Fig. 1: run 1, metal 1
Cells faint in the background.
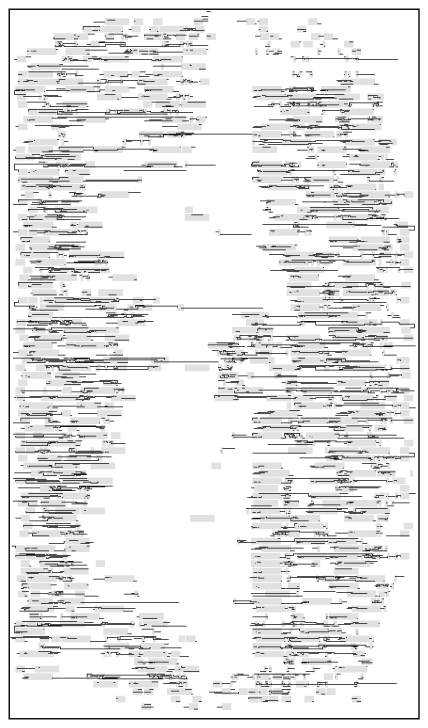
Fig. 2: run 1, met2 routing
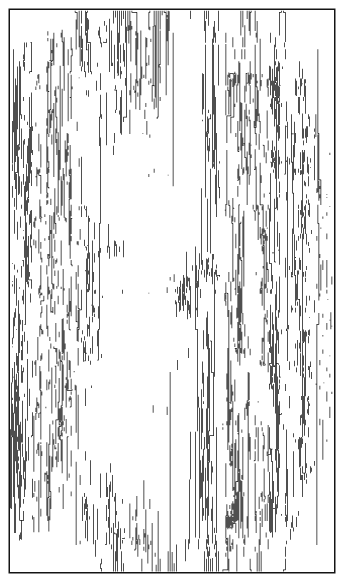
Fig. 3: run 1, signal wires on met4
Cells faint in the background.
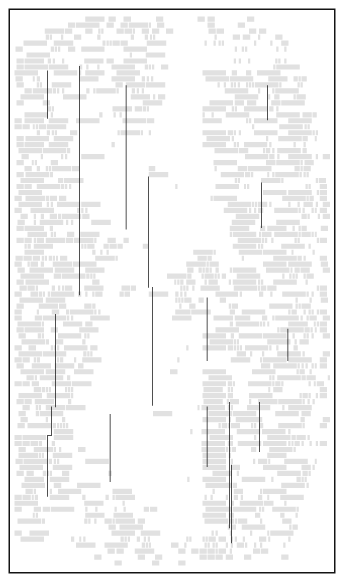
File: src/rtl/gcd_pkg.sv
// Shared types for the GCD dispatcher: FSM state encoding and result FIFO entry.
package gcd_pkg;

  // Widest operand the dispatcher may be built for; narrower builds zero-extend.
  localparam int GCD_MAX_W = 64;

  typedef enum logic [1:0] {
    ST_IDLE  = 2'd0,
    ST_ISSUE = 2'd1,
    ST_WAIT  = 2'd2
  } gcd_state_t;

  typedef struct packed {
    logic                 err;
    logic [GCD_MAX_W-1:0] res;
  } gcd_rsp_t;

endpackage

File: src/rtl/gcd_rsp_fifo.sv
// Result FIFO for gcd_dispatch: power-of-two depth, wrapping pointers, explicit count.
module gcd_rsp_fifo
  import gcd_pkg::*;
#(
  parameter int WIDTH      = 32,
  parameter int FIFO_DEPTH = 4
) (
  input  logic                        clk_i,
  input  logic                        rst_i,
  input  logic                        push_i,
  input  gcd_rsp_t                    push_data_i,
  input  logic                        pop_i,
  output gcd_rsp_t                    pop_data_o,
  output logic                        full_o,
  output logic                        empty_o,
  output logic [$clog2(FIFO_DEPTH):0] count_o
);

  localparam int PTR_W = $clog2(FIFO_DEPTH);
  localparam int CNT_W = PTR_W + 1;

  // Storage keeps only WIDTH result bits plus the error flag.
  logic [WIDTH:0]     r_mem [FIFO_DEPTH];
  logic [PTR_W-1:0]   r_wr_ptr;
  logic [PTR_W-1:0]   r_rd_ptr;
  logic [CNT_W-1:0]   r_count;
  logic [WIDTH:0]     w_head_raw;

  always_ff @(posedge clk_i or posedge rst_i) begin
    if (rst_i) begin
      r_wr_ptr <= '0;
      r_rd_ptr <= '0;
      r_count  <= '0;
    end else begin
      if (push_i) r_wr_ptr <= r_wr_ptr + PTR_W'(1);
      if (pop_i)  r_rd_ptr <= r_rd_ptr + PTR_W'(1);
      if (push_i && !pop_i)      r_count <= r_count + CNT_W'(1);
      else if (pop_i && !push_i) r_count <= r_count - CNT_W'(1);
    end
  end

  always_ff @(posedge clk_i) begin
    if (push_i) r_mem[r_wr_ptr] <= {push_data_i.err, WIDTH'(push_data_i.res)};
  end

  assign w_head_raw     = r_mem[r_rd_ptr];
  assign pop_data_o.err = w_head_raw[WIDTH];
  assign pop_data_o.res = GCD_MAX_W'(w_head_raw[WIDTH-1:0]);
  assign full_o         = (r_count == CNT_W'(FIFO_DEPTH));
  assign empty_o        = (r_count == '0);
  assign count_o        = r_count;

endmodule

File: src/rtl/gcd_dispatch.sv
// Dispatcher between an operand stream, a single GCD core and a buffered result stream.
// Optional WAIT-state abort counter is enabled with macro GCD_DISPATCH_TIMEOUT_EN.
module gcd_dispatch
  import gcd_pkg::*;
#(
  parameter int WIDTH          = 32,
  parameter int FIFO_DEPTH     = 4,
  parameter int TIMEOUT_CYCLES = 1024
) (
  input  logic             clk_i,
  input  logic             rst_i,
  input  logic             req_valid_i,
  output logic             req_ready_o,
  input  logic [WIDTH-1:0] req_a_i,
  input  logic [WIDTH-1:0] req_b_i,
  output logic             core_start_o,
  output logic [WIDTH-1:0] core_a_o,
  output logic [WIDTH-1:0] core_b_o,
  input  logic             core_ready_i,
  input  logic             core_done_i,
  input  logic [WIDTH-1:0] core_res_i,
  output logic             rsp_valid_o,
  input  logic             rsp_ready_i,
  output logic [WIDTH-1:0] rsp_res_o,
  output logic             rsp_err_o
);

  gcd_state_t       r_state, w_state_nxt;
  logic             r_hold_vld;
  logic [WIDTH-1:0] r_hold_a, r_hold_b;
  logic [WIDTH-1:0] r_core_a, r_core_b;
  logic             w_push, w_pop, w_full, w_empty;
  gcd_rsp_t         w_push_data, w_head;
  logic [$clog2(FIFO_DEPTH):0] w_count;

  // Holding register: refilled only once ISSUE has cleared it on a previous edge.
  always_ff @(posedge clk_i or posedge rst_i) begin
    if (rst_i)                          r_hold_vld <= 1'b0;
    else if (r_state == ST_ISSUE)       r_hold_vld <= 1'b0;
    else if (req_valid_i && !r_hold_vld) r_hold_vld <= 1'b1;
  end

  always_ff @(posedge clk_i) begin
    if (req_valid_i && !r_hold_vld) begin
      r_hold_a <= req_a_i;
      r_hold_b <= req_b_i;
    end
  end

  // Core operands latch on the way into ISSUE and hold through WAIT.
  always_ff @(posedge clk_i or posedge rst_i) begin
    if (rst_i) begin
      r_core_a <= '0;
      r_core_b <= '0;
    end else if (r_state == ST_IDLE && w_state_nxt == ST_ISSUE) begin
      r_core_a <= r_hold_a;
      r_core_b <= r_hold_b;
    end
  end

  always_ff @(posedge clk_i or posedge rst_i) begin
    if (rst_i) r_state <= ST_IDLE;
    else       r_state <= w_state_nxt;
  end

`ifdef GCD_DISPATCH_TIMEOUT_EN
  localparam int TO_W = $clog2(TIMEOUT_CYCLES + 1);
  logic [TO_W-1:0] r_to_cnt;

  always_ff @(posedge clk_i or posedge rst_i) begin
    if (rst_i)                    r_to_cnt <= '0;
    else if (r_state == ST_ISSUE) r_to_cnt <= '0;
    else if (r_state == ST_WAIT)  r_to_cnt <= r_to_cnt + TO_W'(1);
  end
`endif

  always_comb begin
    w_state_nxt = r_state;
    w_push      = 1'b0;
    w_push_data = '0;
    core_start_o = 1'b0;
    unique case (r_state)
      ST_IDLE: begin
        if (r_hold_vld && core_ready_i && !w_full) w_state_nxt = ST_ISSUE;
      end
      ST_ISSUE: begin
        core_start_o = 1'b1;
        w_state_nxt  = ST_WAIT;
      end
      ST_WAIT: begin
        if (core_done_i) begin
          w_push          = 1'b1;
          w_push_data.res = GCD_MAX_W'(core_res_i);
          w_state_nxt     = ST_IDLE;
        end
`ifdef GCD_DISPATCH_TIMEOUT_EN
        else if (r_to_cnt == TO_W'(TIMEOUT_CYCLES - 1)) begin
          w_push          = 1'b1;
          w_push_data.err = 1'b1;
          w_state_nxt     = ST_IDLE;
        end
`endif
      end
      default: w_state_nxt = ST_IDLE;
    endcase
  end

  gcd_rsp_fifo #(
    .WIDTH      (WIDTH),
    .FIFO_DEPTH (FIFO_DEPTH)
  ) u_rsp_fifo (
    .clk_i       (clk_i),
    .rst_i       (rst_i),
    .push_i      (w_push),
    .push_data_i (w_push_data),
    .pop_i       (w_pop),
    .pop_data_o  (w_head),
    .full_o      (w_full),
    .empty_o     (w_empty),
    .count_o     (w_count)
  );

  assign w_pop       = !w_empty && rsp_ready_i;
  assign req_ready_o = !r_hold_vld;
  assign core_a_o    = r_core_a;
  assign core_b_o    = r_core_b;
  assign rsp_valid_o = !w_empty;
  assign rsp_res_o   = w_empty ? '0 : WIDTH'(w_head.res);

`ifdef GCD_DISPATCH_TIMEOUT_EN
  assign rsp_err_o = w_head.err && !w_empty;
`else
  assign rsp_err_o = 1'b0;
`endif

endmodule
File: config.mk
export PLATFORM = sky130hd
export DESIGN_NAME = gcd_dispatch
export DESIGN_NICKNAME = d
export VERILOG_FILES = /design/src/rtl/gcd_pkg.sv /design/src/rtl/gcd_rsp_fifo.sv /design/src/rtl/gcd_dispatch.sv
export SDC_FILE = /design/constraint.sdc
export NUM_CORES = 1
export LEC_CHECK = 0
export ABC_AREA = 1
export CORE_ASPECT_RATIO = 1.75
export CORE_MARGIN = 1.5
export CORE_UTILIZATION = 30
export CTS_CLUSTER_SIZE = 12
export DETAILED_ROUTE_END_ITERATION = 8
export HOLD_SLACK_MARGIN = 0.1
export SLEW_MARGIN = 40
export SYNTH_ARGS = -nofsm -noshare
export SYNTH_HDL_FRONTEND = slang
export SYNTH_HIERARCHICAL = 1
export SYNTH_SLANG_ARGS = --single-unit
File: constraint.sdc
create_clock -name clk_i -period 4.7 [get_ports clk_i]
set_input_delay 0.47 -clock clk_i [delete_from_list [all_inputs] [get_ports clk_i]]
set_output_delay 0.47 -clock clk_i [all_outputs]
set_load 0.005 [all_outputs]
==> run summary, run 1 <==
run results: result of the run complete, no violations, sequential fraction of design power 40.2%, PD cells 609 nW/um^2, clock network fraction of total power 23.2%, path class of the lowest-slack min-delay path in2async, post-synthesis area per instance 11.9 sq um, power attributed to combinational cells 3.13 mW, RSZ-0062 raised after global routing false, Final Hold Violating Endpoints 0, Root Buffer sky130_fd_sc_hd__clkbuf_16, maximum number of pins on one net before global-route repair 68, Worst Hold Slack 0.290 ns, gp weighted congestion 0.736, Final min period 3.33 ns, count of nets left with antenna violations after detail routing 0, sequential power 3.44 mW, post-layout net count 1219, critical path startpoint category flop, leak pwr 5.91 nW, count of buffering cells on the critical path with inverters included 3, Die H 256 um, power dissipated in the clock network 1.98 mW
Notes on Fig. 1 above:
share of all routed wire: 38%
nets with wire on the layer: 1080

Notes on Fig. 2 above:
wire length on this layer: 12900 um
share of all routed wire: 53%
met2 usage: 24.0%
total wire length after detailed routing: 24200 um
vias after detailed routing: 6800

Notes on Fig. 3 above:
nets with wire on the layer: 6
longest straight run: 104 um
wire length on this layer: 632 um
share of all routed wire: 2.6%

## run 1: cell type report
type / count / area (sq um)
tap: 470 / 588
fill: 3476 / 22000
sequential: 266 / 7620
inverter: 149 / 568
timing repair buffer: 211 / 2100
clock buffer: 46 / 768
multi-input combinational: 456 / 2370
clock inverter: 4 / 28.8
## run 1: metrics by stage
step | total power, mW | cell area (sq um)
global route | 9.15 | 14000
CTS | 8.73 | 14000
floorplan | 5.28 | 11000
detailed placement | 6.70 | 13200
global placement | 6.65 | 13200
finish | 8.55 | 14000
## run 1: cells in the final DEF, fill, tap and decap left out, drive strengths merged
master and n:
a21oi 1, buf 11, clkbuf 46, clkdlybuf4s50 200, clkinv 5, conb 1
dfrtp 74, edfxtp 192, fa 1, ha 5, inv 148, nand2 239
nand3 66, nand4 1, nor2 70, nor3 2, o211ai 64, o21a 1
o21ai 1, xnor2 1, xor2 3
## run 1: final timing paths
path / from / endpoint / slack [ns] / depth (start not counted)
setup / recovery: u_rsp_fifo/r_rd_ptr[0]$_DFFE_PP0P_ / rsp_res_o[25] / 1.37 / 6
hold / removal: rst_i / u_rsp_fifo/r_wr_ptr[1]$_DFFE_PP0P_ / 0.29 / 2
setup reg to reg: r_state[0]$_DFF_PP0_ / u_rsp_fifo/r_mem[1][8]$_DFFE_PP_ / 2.35 / 6
hold reg to reg: r_hold_a[13]$_DFFE_PP_ / core_a_o[13]$_DFFE_PP0P_ / 0.46 / 2
max in group asynchronous: rst_i / core_a_o[0]$_DFFE_PP0P_ / 3.35 / 3
min in group clk_i: r_hold_a[13]$_DFFE_PP_ / core_a_o[13]$_DFFE_PP0P_ / 0.46 / 2
## run 1: per-layer routing
layer / part of all wire [%] / GRT usage [%]
met1: 38 / 14.2
met2: 53 / 24.0
met3: 6.2 / 3.10
met4: 2.6 / 4.75
met5: 0 / 0
==> run 1 -> run 2 <==
- clock period: 4.7 -> 3.35 ns (I/O delays scaled with it)
Fig. 4: run 2, met2 routing
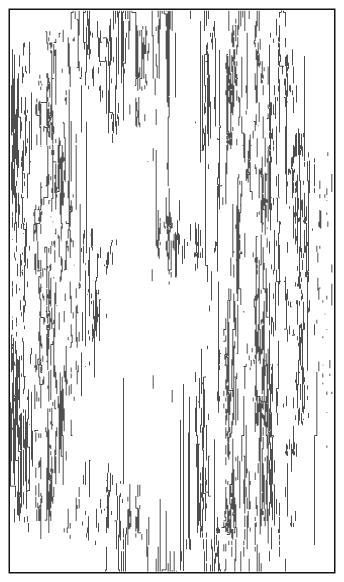
total wire length after detailed routing: 23700 um
met2 usage: 24.1%
vias after detailed routing: 6825

==> run summary, run 2 <==
run results: result of the run complete, no violations, Hold Buf Count CTS 0, leak pwr 5.93 nW, number of flip-flops under the largest register name 128, number of cells on the worst reg-to-reg path 10, post-synthesis area per instance 11.9 sq um, commonest cells after routing, fill and taps aside sky130_fd_sc_hd__nand2_1 (218), sky130_fd_sc_hd__clkdlybuf4s50_1 (200), sky130_fd_sc_hd__edfxtp_1 (192), sky130_fd_sc_hd__inv_1 (143), sky130_fd_sc_hd__dfrtp_1 (73), count of nets left with antenna violations after detail routing 0, Final Hold Violating Endpoints 0, critical path startpoint category flop, total power consumption of the routed design 12.0 mW, detailed-routing iteration count for the pre-antenna-repair pass 6, data required time of the critical path 3.01 ns, Worst Hold Slack 0.148 ns, placed instance area 13300 sq um, area enclosed by the die boundary 37700 sq um, reg-to-reg critical path startpoint u_rsp_fifo/count_o[0]$_DFFE_PP0P_, fill count 3436, Final min period 2.89 ns, Root Buffer sky130_fd_sc_hd__clkbuf_16, input/output buffers 200, path class of the lowest-slack min-delay path in2async, peak fanout along the critical path 34, RSZ-0062 raised after global routing false, # H-tree levels 1, gp weighted congestion 0.750, Reg clk slew, reported paths 0.06 ns, CP Launch Point u_rsp_fifo/r_rd_ptr[0]$_DFFE_PP0P_, Remaining DRCs 0, maximum number of pins on one net before global-route repair 66, total standard cell area after synthesis 11000 sq um, post-route cell area 14100 sq um, PD cells 851 nW/um^2, most used logic cell in the final layout sky130_fd_sc_hd__nand2_1, Die H 256 um
-- run 2: final cells by class --
class	instances	area [sq um]	share of cell area (%)
Multi-Input combinational cell	456	2370	16.8
Timing Repair Buffer	215	2160	15.3
Tap cell	470	588	4.17
Clock inverter	5	30.0	0.213
Sequential cell	266	7620	54.1
Inverter	149	567	4.02
Clock buffer	45	753	5.35
-- run 2: power breakdown --
group	internal, mW	switching, mW
registers	4.35	0.416
logic	2.14	2.34
clock network	1.53	1.20
-- run 2: worst paths after layout --
kind	endpoint	slack (ns)
max	rsp_res_o[28]	0.46
min	u_rsp_fifo/r_wr_ptr[1]$_DFFE_PP0P_	0.15
max reg2reg	u_rsp_fifo/count_o[2]$_DFFE_PP0P_	1.41
min reg2reg	core_a_o[3]$_DFFE_PP0P_	0.46
max in group asynchronous	core_b_o[30]$_DFFE_PP0P_	2.41
min in group clk_i	r_hold_b[21]$_DFFE_PP_	0.34
-- run 2: critical path, stage by stage, from the launching register on --
cell                              delay [ns]
sky130_fd_sc_hd__dfrtp_4                0.72
sky130_fd_sc_hd__buf_4                  0.37
sky130_fd_sc_hd__o211ai_1               0.14
sky130_fd_sc_hd__nand2_1                0.14
sky130_fd_sc_hd__inv_1                  0.05
sky130_fd_sc_hd__nor2_1                 0.08
sky130_fd_sc_hd__clkdlybuf4s50_1        0.51
-- run 2: per-layer routing --
layer  global-route usage [%]  up-vias  share of wire, %
li1                         -     3386                 -
met1                     13.4     3207                37
met2                     24.1      195                54
met3                     3.57       37               7.4
met4                     4.14        0               2.3
met5                        0        -                 0
==> run 2 -> run 3 <==
- CAP_MARGIN: not set -> 20
- MAX_ROUTING_LAYER: not set -> met4
Fig. 5: run 3, congestion heat map
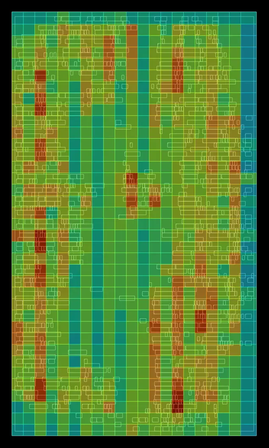
routing usage on met3: 3.28%
Post-Route Utilization: 39.1%
highest-utilization routing layer at the global route stage: met2

==> run summary, run 3 <==
run results: combinational group share of total power 37.5%, cells along the critical path buf_4, o211ai_1, nand2_1, inv_1, nor2_1, clkdlybuf4s50_1, most used logic cell in the final layout sky130_fd_sc_hd__nand2_1, peak fanout along the critical path 34, result of the run complete, no violations, clock network fraction of total power 22.8%, commonest cells after routing, fill and taps aside sky130_fd_sc_hd__nand2_1 (218), sky130_fd_sc_hd__clkdlybuf4s50_1 (200), sky130_fd_sc_hd__edfxtp_1 (192), sky130_fd_sc_hd__inv_1 (143), sky130_fd_sc_hd__dfrtp_1 (73), total wire length after detailed routing 23700 um, post-layout net count 1223, net switching power figure 3.97 mW, placed instance area 13300 sq um, data required time of the critical path 3.01 ns, gp weighted congestion 0.760, family of cells with the greatest summed delay on the critical path buffers and inverters, critical path startpoint category flop, Die H 256 um, sequential fraction of design power 39.8%, area enclosed by the die boundary 37700 sq um, Internal Power 8.02 mW, count of nets left with antenna violations after detail routing 0, detailed-routing iteration count for the pre-antenna-repair pass 6, number of flip-flops under the largest register name 128, total standard cell area after synthesis 11000 sq um, Final min period 2.88 ns, RSZ-0062 raised after global routing false, cell type of the slowest stage on the worst timing path sky130_fd_sc_hd__dfrtp_4, number of cells on the worst reg-to-reg path 6, Root Buffer sky130_fd_sc_hd__clkbuf_16, post-synthesis area per instance 11.9 sq um, Reg clk slew, reported paths 0.06 ns, vias after detailed routing 6832, input/output buffers 200, maximum number of pins on one net before global-route repair 66, biggest cell delay along the critical path 0.72 ns, setup slack, reg-to-reg 1.40 ns, reg-to-reg critical path startpoint u_rsp_fifo/count_o[0]$_DFFE_PP0P_, PD cells 851 nW/um^2, Hold Buf Count CTS 0, capture instance of the worst register-to-register path core_a_o[9]$_DFFE_PP0P_, leak pwr 5.93 nW, Final Hold Violating Endpoints 0
[run 3: stage by stage]
step,instances,power [mW],hold slack (ns),setup WS (ns)
floorplan,923,7.40,0.138,0.853
CTS,1606,12.2,0.169,0.437
detailed placement,1556,9.43,0.457,1.03
finish,1606,12.0,0.148,0.468
global placement,1556,9.36,0.452,1.04
global route,1606,12.8,0.176,0.262
[run 3: power groups by stage]
stage	logic (mW)	registers (mW)	clock network (mW)
final	4.49	4.77	2.73
after global routing	5.04	4.86	2.94
after CTS	4.62	4.78	2.84
after detailed placement	4.61	4.82	0
after global placement	4.54	4.81	0
after floorplan	2.68	4.72	0
[run 3: how the worst max path moves through the flow]
stage,start,end,cells past startpoint
after detailed placement,u_rsp_fifo/r_rd_ptr[0]$_DFFE_PP0P_,rsp_res_o[25],6
after floorplan,r_hold_vld$_DFFE_PP0P_,r_hold_a[0]$_DFFE_PP_,1
final,u_rsp_fifo/r_rd_ptr[0]$_DFFE_PP0P_,rsp_res_o[28],6
after global placement,u_rsp_fifo/r_rd_ptr[0]$_DFFE_PP0P_,rsp_res_o[20],6
after global routing,u_rsp_fifo/r_rd_ptr[0]$_DFFE_PP0P_,rsp_res_o[16],6
after CTS,u_rsp_fifo/r_rd_ptr[0]$_DFFE_PP0P_,rsp_res_o[25],6
[run 3: routing by layer]
layer	vias to the layer above	GRT usage (%)	share of wire, %
met1	3218	13.5	37
li1	3383	-	-
met5	-	-	0
met4	0	4.14	2.3
met2	192	24.2	54
met3	39	3.28	6.8
[run 3: area by class of cell]
class	count	area (sq um)
fillers	3436	21900
repair buffers	215	2160
well taps	470	588
multi-input cells	456	2370
clock buffers	45	753
inverters	149	567
clock inverters	5	30.0
flip-flops and latches	266	7620
Power is estimated from default activity; no workload was simulated.
